$ cat config.mk
export PLATFORM = sky130hd
export DESIGN_NAME = branch_resolve_queue_flat
export DESIGN_NICKNAME = d
export VERILOG_FILES = /design/src/rtl/branch_resolve_queue_if.sv /design/src/rtl/branch_resolve_queue.sv /design/src/flat_wrapper.sv
export SDC_FILE = /design/constraint.sdc
export NUM_CORES = 1
export LEC_CHECK = 0
export CORE_MARGIN = 1.5
export CORE_UTILIZATION = 50
export DETAILED_ROUTE_END_ITERATION = 10
export PLACE_DENSITY = 0.85
export RECOVER_POWER = 25
export SYNTH_ARGS = -nofsm -noshare
export SYNTH_HDL_FRONTEND = slang
export SYNTH_SLANG_ARGS = --single-unit
export TNS_END_PERCENT = 100
$ cat constraint.sdc
create_clock -name clk -period 5.1 [get_ports clk]
set_clock_uncertainty 0.2 [all_clocks]
set_input_delay 1.02 -clock clk [delete_from_list [all_inputs] [get_ports clk]]
set_output_delay 1.02 -clock clk [all_outputs]
set_load 0.02 [all_outputs]
$ cat src/rtl/branch_resolve_queue_if.sv
// Fetch/execute-facing signal bundle of the branch resolve queue.
// The slave modport is the queue; the master modport drives it.
interface branch_resolve_queue_if #(
    parameter int PC_W  = 32,
    parameter int CNT_W = 16,
    parameter int OCC_W = 3
);
    logic              push;
    logic [PC_W-1:0]   push_pc;
    logic              push_pred_taken;
    logic [PC_W-1:0]   push_pred_target;
    logic              resolve;
    logic              resolve_taken;
    logic [PC_W-1:0]   resolve_target;
    logic              full;
    logic              empty;
    logic [OCC_W-1:0]  occupancy;
    logic              update;
    logic [7:0]        update_address;
    logic              branch_taken;
    logic              mispredict;
    logic [PC_W-1:0]   redirect_pc;
    logic [CNT_W-1:0]  branch_count;
    logic [CNT_W-1:0]  mispredict_count;
    logic              overflow_err;
    logic              underflow_err;

    modport master (
        output push, push_pc, push_pred_taken, push_pred_target,
               resolve, resolve_taken, resolve_target,
        input  full, empty, occupancy, update, update_address, branch_taken,
               mispredict, redirect_pc, branch_count, mispredict_count,
               overflow_err, underflow_err
    );

    modport slave (
        input  push, push_pc, push_pred_taken, push_pred_target,
               resolve, resolve_taken, resolve_target,
        output full, empty, occupancy, update, update_address, branch_taken,
               mispredict, redirect_pc, branch_count, mispredict_count,
               overflow_err, underflow_err
    );
endinterface

$ cat src/rtl/branch_resolve_queue.sv
// In-order queue of predicted branches; resolves the head against execute,
// pulses the predictor update and a registered mispredict/redirect.
module branch_resolve_queue #(
    parameter int DEPTH = 4,
    parameter int PC_W  = 32,
    parameter int CNT_W = 16
) (
    input  logic                    clk,
    input  logic                    rst,
    branch_resolve_queue_if.slave   bus
);
    localparam int PTR_W = $clog2(DEPTH);
    localparam int OCC_W = PTR_W + 1;

    logic [PC_W-1:0]  entry_pc_q     [DEPTH];
    logic [PC_W-1:0]  entry_pc_d     [DEPTH];
    logic [PC_W-1:0]  entry_target_q [DEPTH];
    logic [PC_W-1:0]  entry_target_d [DEPTH];
    logic [DEPTH-1:0] entry_taken_q, entry_taken_d;

    logic [PTR_W-1:0] head_q, head_d, tail_q, tail_d;
    logic [OCC_W-1:0] occ_q, occ_d;
    logic             update_q, update_d;
    logic [7:0]       update_address_q, update_address_d;
    logic             branch_taken_q, branch_taken_d;
    logic             mispredict_q, mispredict_d;
    logic [PC_W-1:0]  redirect_pc_q, redirect_pc_d;
    logic [CNT_W-1:0] branch_count_q, branch_count_d;
    logic [CNT_W-1:0] mispredict_count_q, mispredict_count_d;
    logic             overflow_err_q, overflow_err_d;
    logic             underflow_err_q, underflow_err_d;

    logic             empty_s, full_s, res_valid_s, mis_s, push_ok_s;
    logic [PC_W-1:0]  head_pc_s, head_target_s;
    logic             head_taken_s;

    // Head inspection and accept/mispredict decisions for this cycle.
    always_comb begin
        head_pc_s     = entry_pc_q[head_q];
        head_target_s = entry_target_q[head_q];
        head_taken_s  = entry_taken_q[head_q];
        empty_s       = (occ_q == {OCC_W{1'b0}});
        full_s        = (occ_q == OCC_W'(DEPTH));
        res_valid_s   = bus.resolve && !empty_s;
        if (res_valid_s) begin
            mis_s = (head_taken_s != bus.resolve_taken) ||
                    (head_taken_s && bus.resolve_taken && (head_target_s != bus.resolve_target));
        end else begin
            mis_s = 1'b0;
        end
        // A mispredict flushes the wrong path, including a same-cycle push.
        push_ok_s = bus.push && !mis_s && (!full_s || res_valid_s);
    end

    // Next-state for pointers, occupancy, result registers, counters and flags.
    always_comb begin
        head_d             = head_q;
        tail_d             = tail_q;
        occ_d              = occ_q;
        update_d           = res_valid_s;
        mispredict_d       = mis_s;
        update_address_d   = update_address_q;
        branch_taken_d     = branch_taken_q;
        redirect_pc_d      = redirect_pc_q;
        branch_count_d     = branch_count_q;
        mispredict_count_d = mispredict_count_q;
        overflow_err_d     = overflow_err_q || (bus.push && full_s && !res_valid_s);
        underflow_err_d    = underflow_err_q || (bus.resolve && empty_s);

        if (mis_s) begin
            head_d = tail_q;
            occ_d  = {OCC_W{1'b0}};
        end else begin
            if (res_valid_s) begin
                head_d = head_q + PTR_W'(1);
            end else begin
                head_d = head_q;
            end
            if (push_ok_s) begin
                tail_d = tail_q + PTR_W'(1);
            end else begin
                tail_d = tail_q;
            end
            case ({push_ok_s, res_valid_s})
                2'b10:   occ_d = occ_q + OCC_W'(1);
                2'b01:   occ_d = occ_q - OCC_W'(1);
                default: occ_d = occ_q;
            endcase
        end

        if (res_valid_s) begin
            update_address_d = head_pc_s[7:0];
            branch_taken_d   = bus.resolve_taken;
            redirect_pc_d    = bus.resolve_taken ? bus.resolve_target : (head_pc_s + PC_W'(4));
            if (branch_count_q != {CNT_W{1'b1}}) begin
                branch_count_d = branch_count_q + CNT_W'(1);
            end else begin
                branch_count_d = branch_count_q;
            end
            if (mis_s && (mispredict_count_q != {CNT_W{1'b1}})) begin
                mispredict_count_d = mispredict_count_q + CNT_W'(1);
            end else begin
                mispredict_count_d = mispredict_count_q;
            end
        end else begin
            update_address_d = update_address_q;
        end
    end

    // Entry write at tail for accepted pushes.
    always_comb begin
        entry_pc_d     = entry_pc_q;
        entry_target_d = entry_target_q;
        entry_taken_d  = entry_taken_q;
        if (push_ok_s) begin
            entry_pc_d[tail_q]     = bus.push_pc;
            entry_target_d[tail_q] = bus.push_pred_target;
            entry_taken_d[tail_q]  = bus.push_pred_taken;
        end else begin
            entry_taken_d = entry_taken_q;
        end
    end

    // Entry storage is deliberately left out of reset.
    always_ff @(posedge clk) begin
        entry_pc_q     <= entry_pc_d;
        entry_target_q <= entry_target_d;
        entry_taken_q  <= entry_taken_d;
    end

    // Control and output registers with synchronous active-low reset.
    always_ff @(posedge clk) begin
        if (!rst) begin
            head_q             <= {PTR_W{1'b0}};
            tail_q             <= {PTR_W{1'b0}};
            occ_q              <= {OCC_W{1'b0}};
            update_q           <= 1'b0;
            update_address_q   <= 8'h00;
            branch_taken_q     <= 1'b0;
            mispredict_q       <= 1'b0;
            redirect_pc_q      <= {PC_W{1'b0}};
            branch_count_q     <= {CNT_W{1'b0}};
            mispredict_count_q <= {CNT_W{1'b0}};
            overflow_err_q     <= 1'b0;
            underflow_err_q    <= 1'b0;
        end else begin
            head_q             <= head_d;
            tail_q             <= tail_d;
            occ_q              <= occ_d;
            update_q           <= update_d;
            update_address_q   <= update_address_d;
            branch_taken_q     <= branch_taken_d;
            mispredict_q       <= mispredict_d;
            redirect_pc_q      <= redirect_pc_d;
            branch_count_q     <= branch_count_d;
            mispredict_count_q <= mispredict_count_d;
            overflow_err_q     <= overflow_err_d;
            underflow_err_q    <= underflow_err_d;
        end
    end

    assign bus.full             = full_s;
    assign bus.empty            = empty_s;
    assign bus.occupancy        = occ_q;
    assign bus.update           = update_q;
    assign bus.update_address   = update_address_q;
    assign bus.branch_taken     = branch_taken_q;
    assign bus.mispredict       = mispredict_q;
    assign bus.redirect_pc      = redirect_pc_q;
    assign bus.branch_count     = branch_count_q;
    assign bus.mispredict_count = mispredict_count_q;
    assign bus.overflow_err     = overflow_err_q;
    assign bus.underflow_err    = underflow_err_q;
endmodule
$ cat src/flat_wrapper.sv
// flat-port wrapper written by rule: the top's interface ports become plain ports
module branch_resolve_queue_flat 
#(
    parameter int DEPTH = 4,
    parameter int PC_W  = 32,
    parameter int CNT_W = 16
)
  (clk, rst, bus_push, bus_push_pc, bus_push_pred_taken, bus_push_pred_target, bus_resolve, bus_resolve_taken, bus_resolve_target, bus_full, bus_empty, bus_occupancy, bus_update, bus_update_address, bus_branch_taken, bus_mispredict, bus_redirect_pc, bus_branch_count, bus_mispredict_count, bus_overflow_err, bus_underflow_err);
  branch_resolve_queue_if #(.PC_W(PC_W), .CNT_W(CNT_W)) bus_i ();
  input  logic clk;
  input  logic rst;
  input wire logic [$bits(bus_i.push)-1:0] bus_push;
  input wire logic [$bits(bus_i.push_pc)-1:0] bus_push_pc;
  input wire logic [$bits(bus_i.push_pred_taken)-1:0] bus_push_pred_taken;
  input wire logic [$bits(bus_i.push_pred_target)-1:0] bus_push_pred_target;
  input wire logic [$bits(bus_i.resolve)-1:0] bus_resolve;
  input wire logic [$bits(bus_i.resolve_taken)-1:0] bus_resolve_taken;
  input wire logic [$bits(bus_i.resolve_target)-1:0] bus_resolve_target;
  output wire logic [$bits(bus_i.full)-1:0] bus_full;
  output wire logic [$bits(bus_i.empty)-1:0] bus_empty;
  output wire logic [$bits(bus_i.occupancy)-1:0] bus_occupancy;
  output wire logic [$bits(bus_i.update)-1:0] bus_update;
  output wire logic [$bits(bus_i.update_address)-1:0] bus_update_address;
  output wire logic [$bits(bus_i.branch_taken)-1:0] bus_branch_taken;
  output wire logic [$bits(bus_i.mispredict)-1:0] bus_mispredict;
  output wire logic [$bits(bus_i.redirect_pc)-1:0] bus_redirect_pc;
  output wire logic [$bits(bus_i.branch_count)-1:0] bus_branch_count;
  output wire logic [$bits(bus_i.mispredict_count)-1:0] bus_mispredict_count;
  output wire logic [$bits(bus_i.overflow_err)-1:0] bus_overflow_err;
  output wire logic [$bits(bus_i.underflow_err)-1:0] bus_underflow_err;
  assign bus_i.push = bus_push;
  assign bus_i.push_pc = bus_push_pc;
  assign bus_i.push_pred_taken = bus_push_pred_taken;
  assign bus_i.push_pred_target = bus_push_pred_target;
  assign bus_i.resolve = bus_resolve;
  assign bus_i.resolve_taken = bus_resolve_taken;
  assign bus_i.resolve_target = bus_resolve_target;
  assign bus_full = bus_i.full;
  assign bus_empty = bus_i.empty;
  assign bus_occupancy = bus_i.occupancy;
  assign bus_update = bus_i.update;
  assign bus_update_address = bus_i.update_address;
  assign bus_branch_taken = bus_i.branch_taken;
  assign bus_mispredict = bus_i.mispredict;
  assign bus_redirect_pc = bus_i.redirect_pc;
  assign bus_branch_count = bus_i.branch_count;
  assign bus_mispredict_count = bus_i.mispredict_count;
  assign bus_overflow_err = bus_i.overflow_err;
  assign bus_underflow_err = bus_i.underflow_err;
  branch_resolve_queue #(.DEPTH(DEPTH), .PC_W(PC_W), .CNT_W(CNT_W)) u_core (.clk(clk), .rst(rst), .bus(bus_i));
endmodule
==> Changelog: implementation, run 1 <==
## Implementation

* Vias at 8760
* Layout area overhead at 23.8%
* Pre-CTS WS at slightly above 0.8 ns
* Worst r2r src: u_core.head_q[0]$_SDFFE_PN0P_
* Final setup vio count at 0
* Post-DRT Antenna Nets at 0
* Die width at approximately 170 um
* Drt total wl at roughly 33000 um
* DR vias/cell at approximately 5.8
* Initial antenna violation count at 3
* Number of global-route vias before repair at 8535
* CTS root buf: clkbuf_16
* GRT Total Usage at 23.0%
* Crit path max fanout at 20
* Setup TNS at 0 ns
* H-tree levels at 2
* RSZ-0062 raised after global routing: false
* Wire per inst at 21.8 um
* Top cells, area: edfxtp_1 55%, dfxtp_1 12%, mux4_2 6.9%
* Post-DP HPWL at 23000 um
* Sequential area share after synthesis at 67.2%
* Net Count, Synth at 1032
* Crit path DAT at about 4.4 ns
* Worst Reg-to-Reg Cells at 13
* Synthesized area at between 10000 and 15000 um^2
* Ys Warns at 0
* Slowest CP cell: dfxtp_4
* Layout cells sized above 1 at 10.8%
* Slowest stage delay, CP at 0.58 ns
* Reg area at roughly 9500 um^2
* Pins Over Slew Limit at 0
* Post-route cell area at about 18000 um^2
* Post-synth top area cell: edfxtp_1
* Max_slew headroom at 44.3%
* Drt initial violations at 903
* Global-route wire length before repair at 49800 um
* Synth Register Bits at 344
* Max Freq at around 240 MHz
* Die H at around 170 um
* Slew of the pin with the lowest slew margin at between 0.8 and 0.9 ns
* Top logic cells by instance count in the layout: 260 x edfxtp_1, 137 x clkdlybuf4s50_1, 88 x nand2_1
* RR Endpoint: u_core.bus.occupancy[2]$_SDFFE_PP0P_
* Post-synth ARST share at 0%
* Leak Pwr at roughly 5.7 nW
* Syn_area_per_cell at around 15 um^2
* Power Dens Cells at about 490 nW/um^2
* Setup WS post-layout at between 0.8 and 0.9 ns
* Largest net degree at the start of global routing at 53
* Hold Path Sink: u_core.bus.redirect_pc[8]$_SDFFE_PN0P_
* Worst vdd ir at 0.309 mV
* # DRC at 0
* Setup CP Type: reg -> reg
* CTS tree: yes
* Max-cap violation count at 0
* Yosys cell count at 921
* Fill count at 1954
* Logic area at 4350 um^2
* Count of final hold-check violations at 0
* Clock sink count at 344
* Hold depth at 2
* Hold buffer count at cts at 0
* Final period util at 82.9%
* Status: finished, final reports clean
* # nets final at 1228
* Rows at 61
* Crit path DRT at about 5.3 ns
* Synthesis area per yosys at 14100 um^2
* Fp_density at 50.9%
* Clk ins delay skew pair at 0.53 ns
* Port bufs at around 180
* Post-CTS setup repair buffer count at 0
* Reg2reg setup slack at 0.87 ns
* GRT Residual Overflow at 0
* Core ar. at around 28000 um^2
* CTS clk-pin slew, worst paths at 0.06 ns
* Post-DP Area at 16400 um^2
* Tool warning count at 29
* Most frequent logic cell in the layout: edfxtp_1
* # IOs at 184
* Hold crit path type: reg -> reg
* CP Capture Type: flop
* CP bufs+invs at 1
* Largest type area fraction at between 50% and 60%
* Top_reg_cell synth: edfxtp_1
* Critical path cell sequence: buf_4 -> mux4_2 -> xnor2_1 -> nand4_1 -> nor4_2 -> a21oi_1 -> nor2_1 -> a21oi_1 -> fa_1 -> nor2_1 -> o31ai_1 -> and3_1 -> o21ba_2
* Hold_sp: u_core.bus.redirect_pc[8]$_SDFFE_PN0P_
* DR pass1 iterations at 5
* Final GP Congestion at 0.855
* EDFF count, synth at 260
* Cells after Synth at 921
* Count of cell types in the netlist at 50
* Die footprint at 29300 um^2
* Final min period at 4.23 ns
* Num CTS Buffers at 35
* CTS max path bufs at 3
* CP startpoint kind: flop
* Delay-heaviest family, CP: simple AND/OR/NAND/NOR gates
* CTS resizes at 0
run 1: routing by layer:
metal / GRT usage, % / wire length, um / vias to the layer above
met4: 9.95 / 1270 / 0
met3: 5.51 / 3200 / 76
met2: 36.3 / 15700 / 448
met1: 30.5 / 13100 / 4320
met5: 0 / 0 / -
li1: - / - / 3916
run 1: tightest hold or removal path: stages, from the launching register on:
cell	delay (ns)
dfxtp_1	0.31
nand2_1	0.05
a21oi_1	0.05
run 1: registers in the layout (all words and copies together), names as in the netlist, 2 cells and up:
register and cells:
u_core.entry_pc_q 128, u_core.entry_target_q 128, u_core.bus.redirect_pc 32, u_core.bus.branch_count 16
u_core.bus.mispredict_count 16, u_core.bus.update_address 8, u_core.entry_taken_q 4, u_core.bus.occupancy 3
u_core.head_q 2, u_core.tail_q 2
run 1: layout make-up:
class,count,share of cell area (%)
Inverter,11,0.236
Clock buffer,48,5.41
Sequential cell,344,54.3
Antenna cell,3,0.0429
Timing Repair Buffer,205,12.0
Clock inverter,14,0.572
Tap cell,378,2.70
Multi-Input combinational cell,520,24.8
run 1: logic make-up after synthesis:
kind of cell	count (synthesis)	synth area share [%]
adders and majority gates	9	0.850
xor gates and xnor gates	80	4.96
buffers and inverters	57	2.14
DFF	344	67.2
and+or+nand+nor	262	9.25
muxes	74	11.6
AOI/OAI and AO/OA	95	4.06
run 1: cell usage after synthesis, drive strengths merged (8+ instances only):
cell    instances
a21oi          40
and2           16
buf            18
clkbuf         28
dfxtp          84
edfxtp        260
ha              8
inv            11
mux2i           9
mux4           65
nand2          88
nand3          38
nand4          22
nor2           48
o211ai         11
o21ai          24
or3             8
or4             8
xnor2          56
xor2           24
run 1: where the power goes:
group	switching (mW)	internal [mW]	total (mW)	leakage, nW
Clock	1.01	1.35	2.36	0.508
Combinational	1.40	1.08	2.48	2.11
Sequential	0.220	3.53	3.75	3.06
run 1: metrics by stage:
step / hold slack (ns) / util (%) / power, mW / cells
after floorplan: 0.314 / - / 5.36 / 921
after global placement: 0.241 / 59.2 / 6.22 / 1458
after detailed placement: 0.249 / 59.2 / 6.28 / 1458
after CTS: 0.257 / 63.0 / 8.65 / 1520
after global routing: 0.279 / 63.0 / 8.96 / 1521
final: 0.259 / 63.0 / 8.60 / 1523
run 1: how the worst max path moves through the flow:
stage | startpoint | cells after the start | to | slack (ns)
after floorplan | u_core.head_q[0]$_SDFFE_PN0P_ | 12 | u_core.entry_pc_q[0]$_DFFE_PP_ | 0.63
after global placement | bus_resolve_target[29] | 12 | u_core.bus.occupancy[2]$_SDFFE_PP0P_ | 0.84
after detailed placement | bus_resolve_target[29] | 12 | u_core.bus.occupancy[2]$_SDFFE_PP0P_ | 0.82
after CTS | u_core.head_q[0]$_SDFFE_PN0P_ | 13 | u_core.bus.occupancy[2]$_SDFFE_PP0P_ | 0.86
after global routing | u_core.head_q[0]$_SDFFE_PN0P_ | 13 | u_core.bus.occupancy[2]$_SDFFE_PP0P_ | 0.58
final | u_core.head_q[0]$_SDFFE_PN0P_ | 13 | u_core.bus.occupancy[2]$_SDFFE_PP0P_ | 0.87
Figure 1. Logic cells by family (run 1).
Drawn at 1.5 px/um.
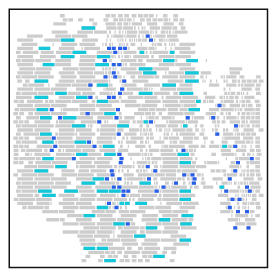
- blue: xor and xnor cells (cells 80)
- cyan: mux cells (cells 74)

Figure 2. A small window of the routed layout (run 1).
Region (116, 116) to (141, 141) um. Cells in grey, sequential cells in the stronger grey; small squares are vias.
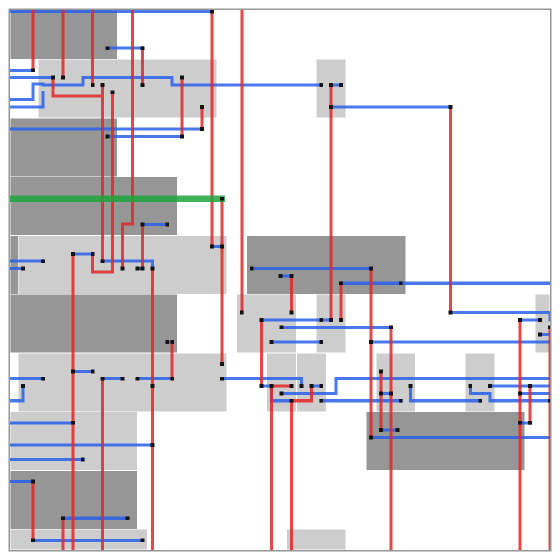
- red: M2
- green: M3
- blue: M1
- netlist names of flops here include: `u_core.entry_pc_q` (3)
- most frequent: nand2_1 (4), edfxtp_1 (3)
- sequential cells in the window: 5
- cells with their middle in the window: 16

Figure 3. Metal 1 (run 1).
Drawn at 1.5 px/um.
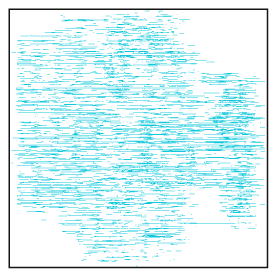
- wire length on this layer: 13100 um
- share of all routed wire: 39%
- longest straight run: 58.4 um
- nets with wire on the layer: 1110
- main direction: horizontal

==> inputs of run 2 (changes only) <==
==> constraint.sdc (replaced) <==
create_clock -name clk -period 3.6 [get_ports clk]
set_clock_uncertainty 0.2 [all_clocks]
set_input_delay 0.72 -clock clk [delete_from_list [all_inputs] [get_ports clk]]
set_output_delay 0.72 -clock clk [all_outputs]
set_load 0.02 [all_outputs]
==> Changelog: implementation, run 2 <==
## Implementation

* # nets final at 1303
* GRT Residual Overflow at 0
* Syn_area_per_cell at about 15 um^2
* Drt initial violations at 820
* Tool warning count at 31
* Hold crit path type: reg -> reg
* Clock sink count at 344
* Worst vdd ir at around 0.63 mV
* Slew of the pin with the lowest slew margin at approximately 0.70 ns
* Fin util at roughly two thirds
* Final period util at 102%
* Setup WS post-layout at -0.0853 ns
* Fp_density at 50.9%
* Setup CP Type: reg -> reg
* Power Dens Cells at slightly above 700 nW/um^2
* Pins Over Slew Limit at 0
* Initial antenna violation count at 5
* Max_slew headroom at 52.8%
* Synth Register Bits at 344
* Top logic cells by instance count in the layout: 260 x edfxtp_1, 150 x clkdlybuf4s50_1, 88 x nand2_1
* CTS tree: yes
* Final setup vio count at 250
* Simple-gate share of the synthesized area at 9.25%
* Post-synth ARST share at 0%
* CTS clk-pin slew, worst paths at 0.06 ns
* Synthesis area per yosys at 14100 um^2
* AO/OA Area Share at under 10%
* DR pass1 iterations at 6
* Global-route wire length before repair at 53200 um
* Count of final hold-check violations at 0
* Dominant comb cell: multiplexers
* Max Freq at approximately 270 MHz
* Final GP Congestion at 0.831
* Most frequent logic cell in the layout: edfxtp_1
* Die footprint at 29300 um^2
* Leak Pwr at 6.22 nW
* Status: finished, violations left
* CP startpoint kind: flop
* Post-DRT Antenna Nets at 0
* # IOs at 184
* Top cells, area: edfxtp_1 55%, dfxtp_1 12%, mux4_2 6.9%
* Number of global-route vias before repair at about 9000
* Pre-CTS WS at -0.219 ns
* CTS max path bufs at 3
* Violated checks: setup timing
* Vias at 9190
* # DRC at 0
* Layout area overhead at 31.2%
* Reg2reg setup slack at -0.09 ns
* Die width at between 150 and 200 um
* Yosys cell count at 921
* Design Power at between 10 and 15 mW
* Crit path DRT at 3.63 ns
* Die H at 171 um
* Max-cap violation count at 0
* Count of cell types in the netlist at 50
* Post-DP HPWL at 23700 um
* Clk ins delay skew pair at 0.54 ns
* H-tree levels at 2
* Sequential area share after synthesis at about 67%
* Ys Warns at 0
* Largest net degree at the start of global routing at 53
* Synthesized area at between 10000 and 15000 um^2
* EDFF count, synth at between 200 and 300
* Crit path DAT at approximately 3.7 ns
* Post-synth top area cell: edfxtp_1
* CTS root buf: clkbuf_16
* Synth mux share at 11.6%
* Num CTS Buffers at 36
* RSZ-0062 raised after global routing: true
* CP Capture Type: flop
* Top_reg_cell synth: edfxtp_1
* Final min period at 3.69 ns
* DR vias/cell at 5.73
* Synth cell count leaders: 260 x edfxtp_1, 88 x nand2_1, 84 x dfxtp_1
* Adder share at 0.850%
* Net Count, Synth at 1032
* XOR/XNOR Fraction of Synth Area at 4.96%
* Largest type area fraction at between 50% and 60%
* Setup TNS at -12.80 ns
* Port bufs at roughly 180
* Cell with the most instances after synthesis: edfxtp_1
* Drt total wl at ~37000 um
* Core ar. at 27800 um^2
* Crit path max fanout at 16
run 2: cell counts after synthesis:
No cell type changed its count.
run 2: cells by family (layout without fill, tap and decap cells):
family          count (synthesis)  in the layout
compound gates                 95             95
xor+xnor                       80             80
fa+ha+maj                       9              9
buf+inv                        57            356
flops                         344            344
mux                            74             74
other cells                     0              5
simple gates                  262            262
run 2: area by class of cell:
type,instances,area [um^2]
Multi-Input combinational cell,520,4460
Sequential cell,344,9490
Fill cell,1850,9250
Clock buffer,44,931
Tap cell,378,473
Clock inverter,22,181
Antenna cell,5,12.5
Timing Repair Buffer,279,2950
Inverter,11,41.3
run 2: where the power goes:
| part | internal, mW | total, mW | switching, mW | leakage (nW) |
|---|---|---|---|---|
| registers | 5.01 | 5.28 | 0.277 | 3.06 |
| logic | 1.99 | 4.28 | 2.29 | 2.61 |
| clock network | 2.00 | 3.53 | 1.52 | 0.544 |
run 2: routing by layer:
metal / GRT usage (%) / share of wire, %
met5: 0 / 0.033
met4: 8.24 / 2.7
met3: 5.85 / 8.5
met2: 41.6 / 50
met1: 30.7 / 39
run 2: final timing paths:
kind                                           start                                       to  depth (start not counted)
max                    u_core.head_q[0]$_SDFFE_PN0P_         u_core.entry_pc_q[120]$_DFFE_PP_                         13
min          u_core.bus.redirect_pc[19]$_SDFFE_PN0P_  u_core.bus.redirect_pc[19]$_SDFFE_PN0P_                          2
max reg2reg            u_core.head_q[0]$_SDFFE_PN0P_         u_core.entry_pc_q[120]$_DFFE_PP_                         13
min reg2reg  u_core.bus.redirect_pc[19]$_SDFFE_PN0P_  u_core.bus.redirect_pc[19]$_SDFFE_PN0P_                          2
run 2: through the flow:
step,cell area (um^2),std cells,hold WS (ns)
3_3_place_gp,16900,1498,0.242
3_5_place_dp,16900,1498,0.252
5_1_grt,18500,1599,0.279
4_1_cts,18100,1573,0.264
2_1_floorplan,14200,921,0.314
6_report,18500,1603,0.263
run 2: timing repair:
action / CTS / global route
buffers inserted: 9 / 16
pin swaps: 5 / 15
hold buffers: 0 / 0
gates cloned: 0 / 9
gates resized: 11 / 21
hold endpoints to repair: 0 / 0
setup endpoints to repair: 4 / 213
run 2: worst max-delay path: stages, from the launching register on:
cell and delay [ns]:
dfxtp_4 0.38, buf_12 0.13, buf_8 0.12, buf_6 0.10
mux4_2 0.52, xnor2_2 0.15, nand4_1 0.27, nor4_4 0.34
buf_4 0.18, a211oi_4 0.08, nor4_4 0.22, buf_4 0.18
and2_4 0.29, buf_12 0.20
Figure 4. Track usage over the die (run 2).
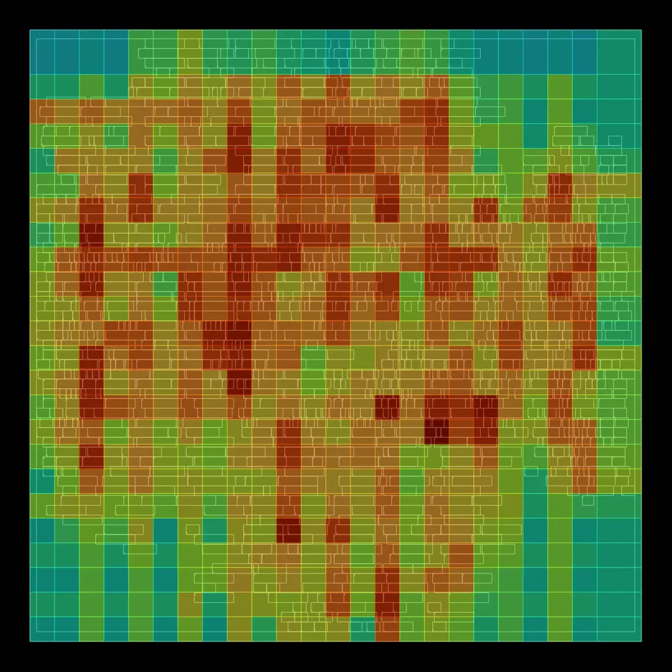
M1 GR Usage: 30.7%
GRT Total Usage: 24.4%

Figure 5. Sequential cells grouped by signal name (run 2).
Drawn at 3 px/um. Other sequential cells in the stronger grey, the rest of the logic in the fainter grey.
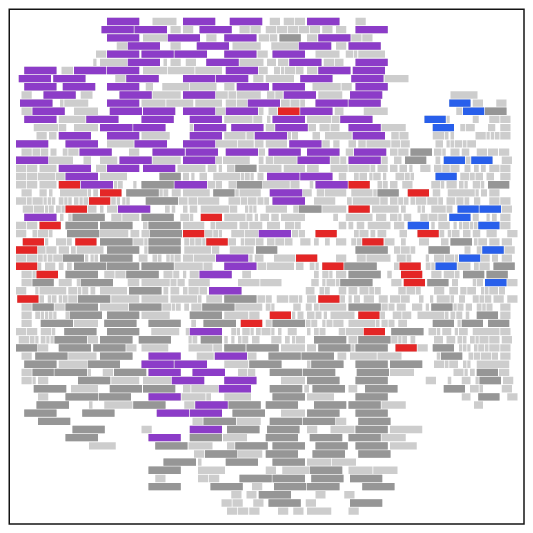
- purple: `u_core.entry_target_q` (flops 128)
- blue: `u_core.bus.mispredict_count` (flops 16)
- red: `u_core.bus.redirect_pc` (flops 32; where a horizontal strip, middle)
- not coloured: 168

Power and IR drop assume default switching activity.
